File: src/rtl/ahfp_pkg.sv
// Shared definitions for the ahfp arithmetic units: operand classes and
// width-parametrised field helpers and special-value constants.
package ahfp_pkg;

    localparam int MAX_W = 128;

    typedef enum logic [1:0] {ZERO, NORM, INF, NAN} ahfp_cls_e;

    function automatic int sig_w(input int man_w);
        return man_w + 1;
    endfunction

    // Significand plus guard, round and sticky.
    function automatic int work_w(input int man_w);
        return man_w + 4;
    endfunction

    // Exponent all ones, mantissa zero, sign clear.
    function automatic logic [MAX_W-1:0] inf_bits(input int exp_w, input int man_w);
        return ((MAX_W'(1) << exp_w) - MAX_W'(1)) << man_w;
    endfunction

    function automatic logic [MAX_W-1:0] qnan_bits(input int exp_w, input int man_w);
        return inf_bits(exp_w, man_w) | (MAX_W'(1) << (man_w - 1));
    endfunction

endpackage

File: src/rtl/ahfp_lzd_param.sv
// Parametrised leading-zero detector; count is W when the input is all zero.
module ahfp_lzd_param #(
    parameter int W = 48
) (
    input  logic [W-1:0]             din,
    output logic [$clog2(W+1)-1:0]   count,
    output logic                     valid
);
    localparam int CW = $clog2(W + 1);

    // Scanning upward lets the highest set bit win the last assignment.
    always_comb begin
        count = CW'(W);
        for (int i = 0; i < W; i++) begin
            if (din[i]) count = CW'(W - 1 - i);
        end
    end

    assign valid = |din;

endmodule

File: src/rtl/ahfp_addsub_pipe.sv
// Pipelined floating-point adder/subtractor: input register, then unpack/order,
// align, add, normalise and round/pack stages; specials ride the same pipe.
module ahfp_addsub_pipe
    import ahfp_pkg::*;
#(
    parameter int EXP_W = 8,
    parameter int MAN_W = 23
) (
    input  logic                   clk,
    input  logic                   reset,
    input  logic                   en,
    input  logic                   in_valid,
    input  logic                   op,
    input  logic [EXP_W+MAN_W:0]   dataa,
    input  logic [EXP_W+MAN_W:0]   datab,
    output logic                   out_valid,
    output logic [EXP_W+MAN_W:0]   result,
    output logic                   flag_ovf,
    output logic                   flag_unf,
    output logic                   flag_inv
);
    localparam int W  = 1 + EXP_W + MAN_W;
    localparam int SW = sig_w(MAN_W);
    localparam int WW = work_w(MAN_W);
    localparam int CW = $clog2(WW + 1);
    localparam int XW = EXP_W + CW + 2;
    localparam logic [31:0] SH_MAX = 32'(MAN_W + 3);
    localparam logic signed [XW-1:0] X_MAX  = XW'((1 << EXP_W) - 1);
    localparam logic signed [XW-1:0] X_ZERO = '0;
    localparam logic [MAX_W-1:0] INF_FULL  = inf_bits(EXP_W, MAN_W);
    localparam logic [MAX_W-1:0] QNAN_FULL = qnan_bits(EXP_W, MAN_W);
    localparam logic [W-2:0] INF_MAG = INF_FULL[W-2:0];
    localparam logic [W-1:0] QNAN    = QNAN_FULL[W-1:0];

    // Handshake: a stage captures only when en=1; its valid bit copies the
    // previous stage's valid, so in_valid=0 slots travel as bubbles and en=0
    // freezes every stage. There is no other backpressure.

    function automatic ahfp_cls_e classify(input logic [EXP_W-1:0] e, input logic [MAN_W-1:0] m);
        if (e == '0) return ZERO;
        if (e != '1) return NORM;
        return (m == '0) ? INF : NAN;
    endfunction

    // Input register
    logic         v0, op0;
    logic [W-1:0] a0, b0;
    always_ff @(posedge clk or posedge reset) begin
        if (reset) begin
            v0 <= 1'b0; op0 <= 1'b0; a0 <= '0; b0 <= '0;
        end else if (en) begin
            v0 <= in_valid; op0 <= op; a0 <= dataa; b0 <= datab;
        end
    end

    // S1: classify, order by magnitude, resolve specials
    ahfp_cls_e     cls_a, cls_b;
    logic          sa, sb, swap, spec_c, inv_c;
    logic [W-2:0]  key_a, key_b;
    logic [SW-1:0] sig_a, sig_b;
    logic [W-1:0]  sres_c;
    always_comb begin
        sa     = a0[W-1];
        sb     = b0[W-1] ^ op0;
        cls_a  = classify(a0[W-2:MAN_W], a0[MAN_W-1:0]);
        cls_b  = classify(b0[W-2:MAN_W], b0[MAN_W-1:0]);
        key_a  = (cls_a == ZERO) ? '0 : a0[W-2:0];
        key_b  = (cls_b == ZERO) ? '0 : b0[W-2:0];
        swap   = key_b > key_a;
        sig_a  = (cls_a == NORM) ? {1'b1, a0[MAN_W-1:0]} : '0;
        sig_b  = (cls_b == NORM) ? {1'b1, b0[MAN_W-1:0]} : '0;
        spec_c = 1'b1;
        inv_c  = 1'b0;
        sres_c = QNAN;
        if (cls_a == NAN || cls_b == NAN) begin
            inv_c = 1'b1;
        end else if (cls_a == INF && cls_b == INF) begin
            if (sa != sb) inv_c = 1'b1;
            else          sres_c = {sa, INF_MAG};
        end else if (cls_a == INF) begin
            sres_c = {sa, INF_MAG};
        end else if (cls_b == INF) begin
            sres_c = {sb, INF_MAG};
        end else begin
            spec_c = 1'b0;
        end
    end

    logic             v1, sub1, s1, zs1, spec1, inv1;
    logic [EXP_W-1:0] e1, eb1;
    logic [SW-1:0]    siga1, sigb1;
    logic [W-1:0]     sres1;
    always_ff @(posedge clk or posedge reset) begin
        if (reset) begin
            v1 <= 1'b0; sub1 <= 1'b0; s1 <= 1'b0; zs1 <= 1'b0; spec1 <= 1'b0; inv1 <= 1'b0;
            e1 <= '0; eb1 <= '0; siga1 <= '0; sigb1 <= '0; sres1 <= '0;
        end else if (en) begin
            v1    <= v0;
            sub1  <= sa ^ sb;
            s1    <= swap ? sb : sa;
            zs1   <= sa & sb;
            e1    <= swap ? b0[W-2:MAN_W] : a0[W-2:MAN_W];
            eb1   <= swap ? a0[W-2:MAN_W] : b0[W-2:MAN_W];
            siga1 <= swap ? sig_b : sig_a;
            sigb1 <= swap ? sig_a : sig_b;
            spec1 <= spec_c;
            inv1  <= inv_c;
            sres1 <= sres_c;
        end
    end

    // S2: align the smaller operand, folding shifted-out bits into sticky
    logic [EXP_W-1:0] diff;
    logic [31:0]      diff32;
    logic [CW-1:0]    sh;
    logic [WW-1:0]    fb_full, fb_shift;
    logic             lost;
    always_comb begin
        diff     = e1 - eb1;
        diff32   = 32'(diff);
        sh       = (diff32 > SH_MAX) ? SH_MAX[CW-1:0] : diff32[CW-1:0];
        fb_full  = {sigb1, 3'b000};
        fb_shift = fb_full >> sh;
        lost     = |(fb_full & ~({WW{1'b1}} << sh));
    end

    logic             v2, sub2, s2, zs2, spec2, inv2;
    logic [EXP_W-1:0] e2;
    logic [WW-1:0]    fa2, fb2;
    logic [W-1:0]     sres2;
    always_ff @(posedge clk or posedge reset) begin
        if (reset) begin
            v2 <= 1'b0; sub2 <= 1'b0; s2 <= 1'b0; zs2 <= 1'b0; spec2 <= 1'b0; inv2 <= 1'b0;
            e2 <= '0; fa2 <= '0; fb2 <= '0; sres2 <= '0;
        end else if (en) begin
            v2 <= v1; sub2 <= sub1; s2 <= s1; zs2 <= zs1; spec2 <= spec1; inv2 <= inv1;
            e2    <= e1;
            fa2   <= {siga1, 3'b000};
            fb2   <= fb_shift | WW'(lost);
            sres2 <= sres1;
        end
    end

    // S3: magnitude add/subtract; ordering keeps the difference non-negative
    logic             v3, s3, zs3, spec3, inv3;
    logic [EXP_W-1:0] e3;
    logic [WW:0]      sum3;
    logic [W-1:0]     sres3;
    always_ff @(posedge clk or posedge reset) begin
        if (reset) begin
            v3 <= 1'b0; s3 <= 1'b0; zs3 <= 1'b0; spec3 <= 1'b0; inv3 <= 1'b0;
            e3 <= '0; sum3 <= '0; sres3 <= '0;
        end else if (en) begin
            v3 <= v2; s3 <= s2; zs3 <= zs2; spec3 <= spec2; inv3 <= inv2;
            e3    <= e2;
            sum3  <= sub2 ? ({1'b0, fa2} - {1'b0, fb2}) : ({1'b0, fa2} + {1'b0, fb2});
            sres3 <= sres2;
        end
    end

    // S4: normalise
    logic [CW-1:0]          lz;
    logic                   nz;
    logic [WW-1:0]          norm_c;
    logic signed [XW-1:0]   x_c;

    ahfp_lzd_param #(.W(WW)) u_lzd (
        .din   (sum3[WW-1:0]),
        .count (lz),
        .valid (nz)
    );

    always_comb begin
        if (sum3[WW]) begin
            norm_c = {sum3[WW:2], sum3[1] | sum3[0]};
            x_c    = XW'(e3) + XW'(1);
        end else begin
            norm_c = sum3[WW-1:0] << lz;
            x_c    = XW'(e3) - XW'(lz);
        end
    end

    logic                 v4, s4, zs4, zero4, spec4, inv4;
    logic signed [XW-1:0] x4;
    logic [WW-1:0]        norm4;
    logic [W-1:0]         sres4;
    always_ff @(posedge clk or posedge reset) begin
        if (reset) begin
            v4 <= 1'b0; s4 <= 1'b0; zs4 <= 1'b0; zero4 <= 1'b0; spec4 <= 1'b0; inv4 <= 1'b0;
            x4 <= '0; norm4 <= '0; sres4 <= '0;
        end else if (en) begin
            v4 <= v3; s4 <= s3; zs4 <= zs3; spec4 <= spec3; inv4 <= inv3;
            zero4 <= !sum3[WW] && !nz;
            x4    <= x_c;
            norm4 <= norm_c;
            sres4 <= sres3;
        end
    end

    // S5: round to nearest even, then range-check and pack
    logic [SW-1:0]        sig5;
    logic                 rnd, ovf_c, unf_c;
    logic [SW:0]          rsum;
    logic [MAN_W-1:0]     man5;
    logic signed [XW-1:0] x5;
    logic [W-1:0]         res_c;
    always_comb begin
        sig5 = norm4[WW-1:3];
        rnd  = norm4[2] & (norm4[1] | norm4[0] | sig5[0]);
        rsum = {1'b0, sig5} + (SW+1)'(rnd);
        if (rsum[SW]) begin
            man5 = rsum[MAN_W:1];
            x5   = x4 + XW'(1);
        end else begin
            man5 = rsum[MAN_W-1:0];
            x5   = x4;
        end
        ovf_c = 1'b0;
        unf_c = 1'b0;
        if (spec4) begin
            res_c = sres4;
        end else if (zero4) begin
            res_c = {zs4, {(W-1){1'b0}}};
        end else if (x5 >= X_MAX) begin
            res_c = {s4, INF_MAG};
            ovf_c = 1'b1;
        end else if (x5 <= X_ZERO) begin
            res_c = {s4, {(W-1){1'b0}}};
            unf_c = 1'b1;
        end else begin
            res_c = {s4, x5[EXP_W-1:0], man5};
        end
    end

    always_ff @(posedge clk or posedge reset) begin
        if (reset) begin
            out_valid <= 1'b0; result <= '0;
            flag_ovf <= 1'b0; flag_unf <= 1'b0; flag_inv <= 1'b0;
        end else if (en) begin
            out_valid <= v4;
            if (v4) begin
                result   <= res_c;
                flag_ovf <= ovf_c;
                flag_unf <= unf_c;
                flag_inv <= spec4 & inv4;
            end
        end
    end

endmodule
File: config.mk
export PLATFORM = sky130hd
export DESIGN_NAME = ahfp_addsub_pipe
export DESIGN_NICKNAME = d
export VERILOG_FILES = /design/src/rtl/ahfp_pkg.sv /design/src/rtl/ahfp_lzd_param.sv /design/src/rtl/ahfp_addsub_pipe.sv
export SDC_FILE = /design/constraint.sdc
export NUM_CORES = 1
export LEC_CHECK = 0
export CORE_MARGIN = 10
export CORE_UTILIZATION = 30
export DETAILED_ROUTE_END_ITERATION = 12
export GPL_ROUTABILITY_DRIVEN = 0
export PLACE_DENSITY_LB_ADDON = 0.12
export SYNTH_ARGS = -nofsm -noshare
export SYNTH_HDL_FRONTEND = slang
export SYNTH_SLANG_ARGS = --single-unit
File: constraint.sdc
create_clock -name clk -period 15.4 [get_ports clk]
set_clock_uncertainty 0.2 [all_clocks]
set_input_delay 3.08 -clock clk [delete_from_list [all_inputs] [get_ports clk]]
set_output_delay 3.08 -clock clk [all_outputs]
set_load 0.02 [all_outputs]
Fig. 1: M1 wires
Drawn at 1 px/um.
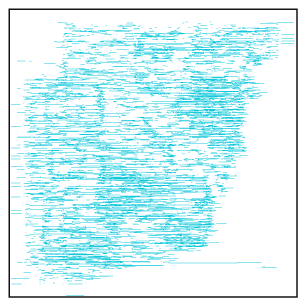
longest straight run: 71.8 um
share of all routed wire: 47%

Fig. 2: layout detail
Window x 202 to 227, y 202 to 227 um. Cells in gray, sequential cells in the stronger gray; small squares are vias.
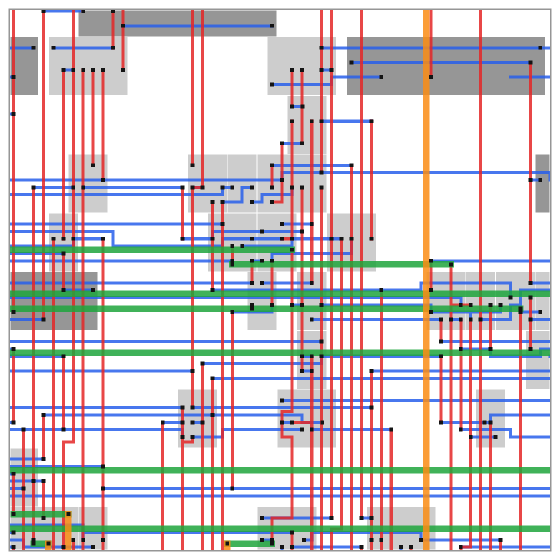
| layer | color |
|---|---|
| metal 3 | green |
| metal 1 | blue |
| metal 4 | orange |
| metal 2 | red |
most frequent: nor2_1 (4), a21oi_1 (4), nand2_1 (3)
sequential cells in the window: 1
cells with their middle in the window: 25
netlist names of flops here include: norm4 (1)

Fig. 3: register map, names as in the netlist
Drawn at 1.5 px/um.
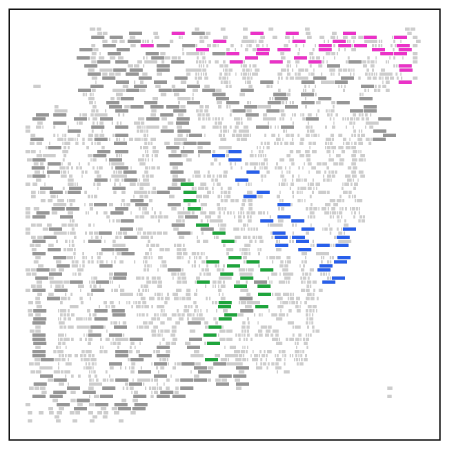
| signal | color | flops |
|---|---|---|
| sum3 | blue | 28 |
| fb2 | green | 27 |
| result | magenta | 32 |
not colored: 246

==> state kept, by name, indices dropped and copies added (netlist names), 3 cells and up <==
signal	count
a0	32
eb1	8
sres4	3
e3	8
e1	8
norm4	27
x4	10
fa2	24
siga1	24
fb2	27
sres2	3
e2	8
result	32
b0	32
sres3	3
sigb1	24
sres1	3
sum3	28
==> per-stage QoR <==
step | hold slack [ps] | power [mW]
after floorplan | 230.5 | 2.874
after global placement | 240.8 | 3.579
after detailed placement | 249.3 | 3.600
after CTS | 267.7 | 4.609
after global routing | 288.6 | 4.902
final | 263.6 | 4.580
==> cell families after synthesis <==
family,after synthesis,synth area share
adders and majority gates,100,0.05993
muxes,260,0.1315
AOI/OAI and AO/OA,584,0.1888
DFF,333,0.3921
and+or+nand+nor,683,0.1492
xor gates and xnor gates,67,0.02761
buffers and inverters,273,0.05098
==> power breakdown <==
part / total (mW) / leakage, nW / switching (mW) / internal (mW)
Sequential: 1.48 / 3.96 / 0.353 / 1.13
Combinational: 2.11 / 5.54 / 1.25 / 0.868
Clock: 0.984 / 0.668 / 0.398 / 0.585
Total: 4.58 / 10.2 / 2.00 / 2.58
==> cell usage in the layout, fill, tap and decap left out, types with 28 or more instances in the layout <==
cell type,Yosys,final
nor3_1,39,38
clkbuf_16,0,42
a21oi_1,120,119
o221ai_1,42,42
dfrtp_1,333,333
xor2_1,30,30
nand3_1,73,73
ha_1,97,97
inv_1,117,116
mux2_2,153,153
nor2_1,172,172
nand2_1,235,235
mux2i_1,107,107
o21ai_0,115,115
clkdlybuf4s50_1,0,103
a21o_1,49,49
xnor2_1,37,37
a22o_1,28,28
and2_1,29,29
==> reports/summary.txt <==
Status - completed
Antenna cells - 0
Met3 Usage GRT - 0.02458
DR iter-0 viols - 1298
Max FO, Critical Path - 75
Max cap viols - 0
Util after Layout - 0.3486
Fill count - 7232
Final Cycle Share - 0.3478
Top_reg_cell synth - dfrtp_1
DRT met1 WL - 30410 um
Clock buf/inv share - 0.05603
Nonclk inv count - 118
Post-route ant nets - 0
Clock Sinks - 333
Yosys stat cell total - 2300
Layout Nets - 2488
Die ar. - 81890 um2
Data buffer area share - 0.05076
GRT busiest layer - met2
Ranking of synthesized cells by area - dfrtp_1 39%, mux2_2 8.1%, ha_1 5.7%, mux2i_1 5.0%, nand2_1 4.2%
Area leader, netlist - dfrtp_1
PwrDens - 187.3 nW/um2
Final worst-path setup slack - 10040 ps
Multi-input combinational area share - 0.4859
Setup Viol. Count Final - 0
Crit path launch type - input pin
Min Tclk post-route - 5355 ps
Ports - 105
Core area - 70150 um2
Syn avg cell area - 9.241 um2
Synth Cell Area - 21250 um2
Worst r2r src - b0[27]$_DFFE_PP0P_
Met3 Routed Length - 2771 um
Achievable Freq - 186.7 MHz
DRC viols - 0
Mapped Nets - 2469
Endpoints failing hold - 0
Layout area overhead - 15.05%
Worst-Skew Late Latency - 560 ps
CTS Buf Count - 42
Largest type area fraction - 0.3921
Slew Limit Headroom - 0.2735
Setup CP Type - input pin to register
Worst setup endpoint - norm4[24]$_DFFE_PP0P_
Power figures rest on the tool's default switching activity, not on a simulated workload.
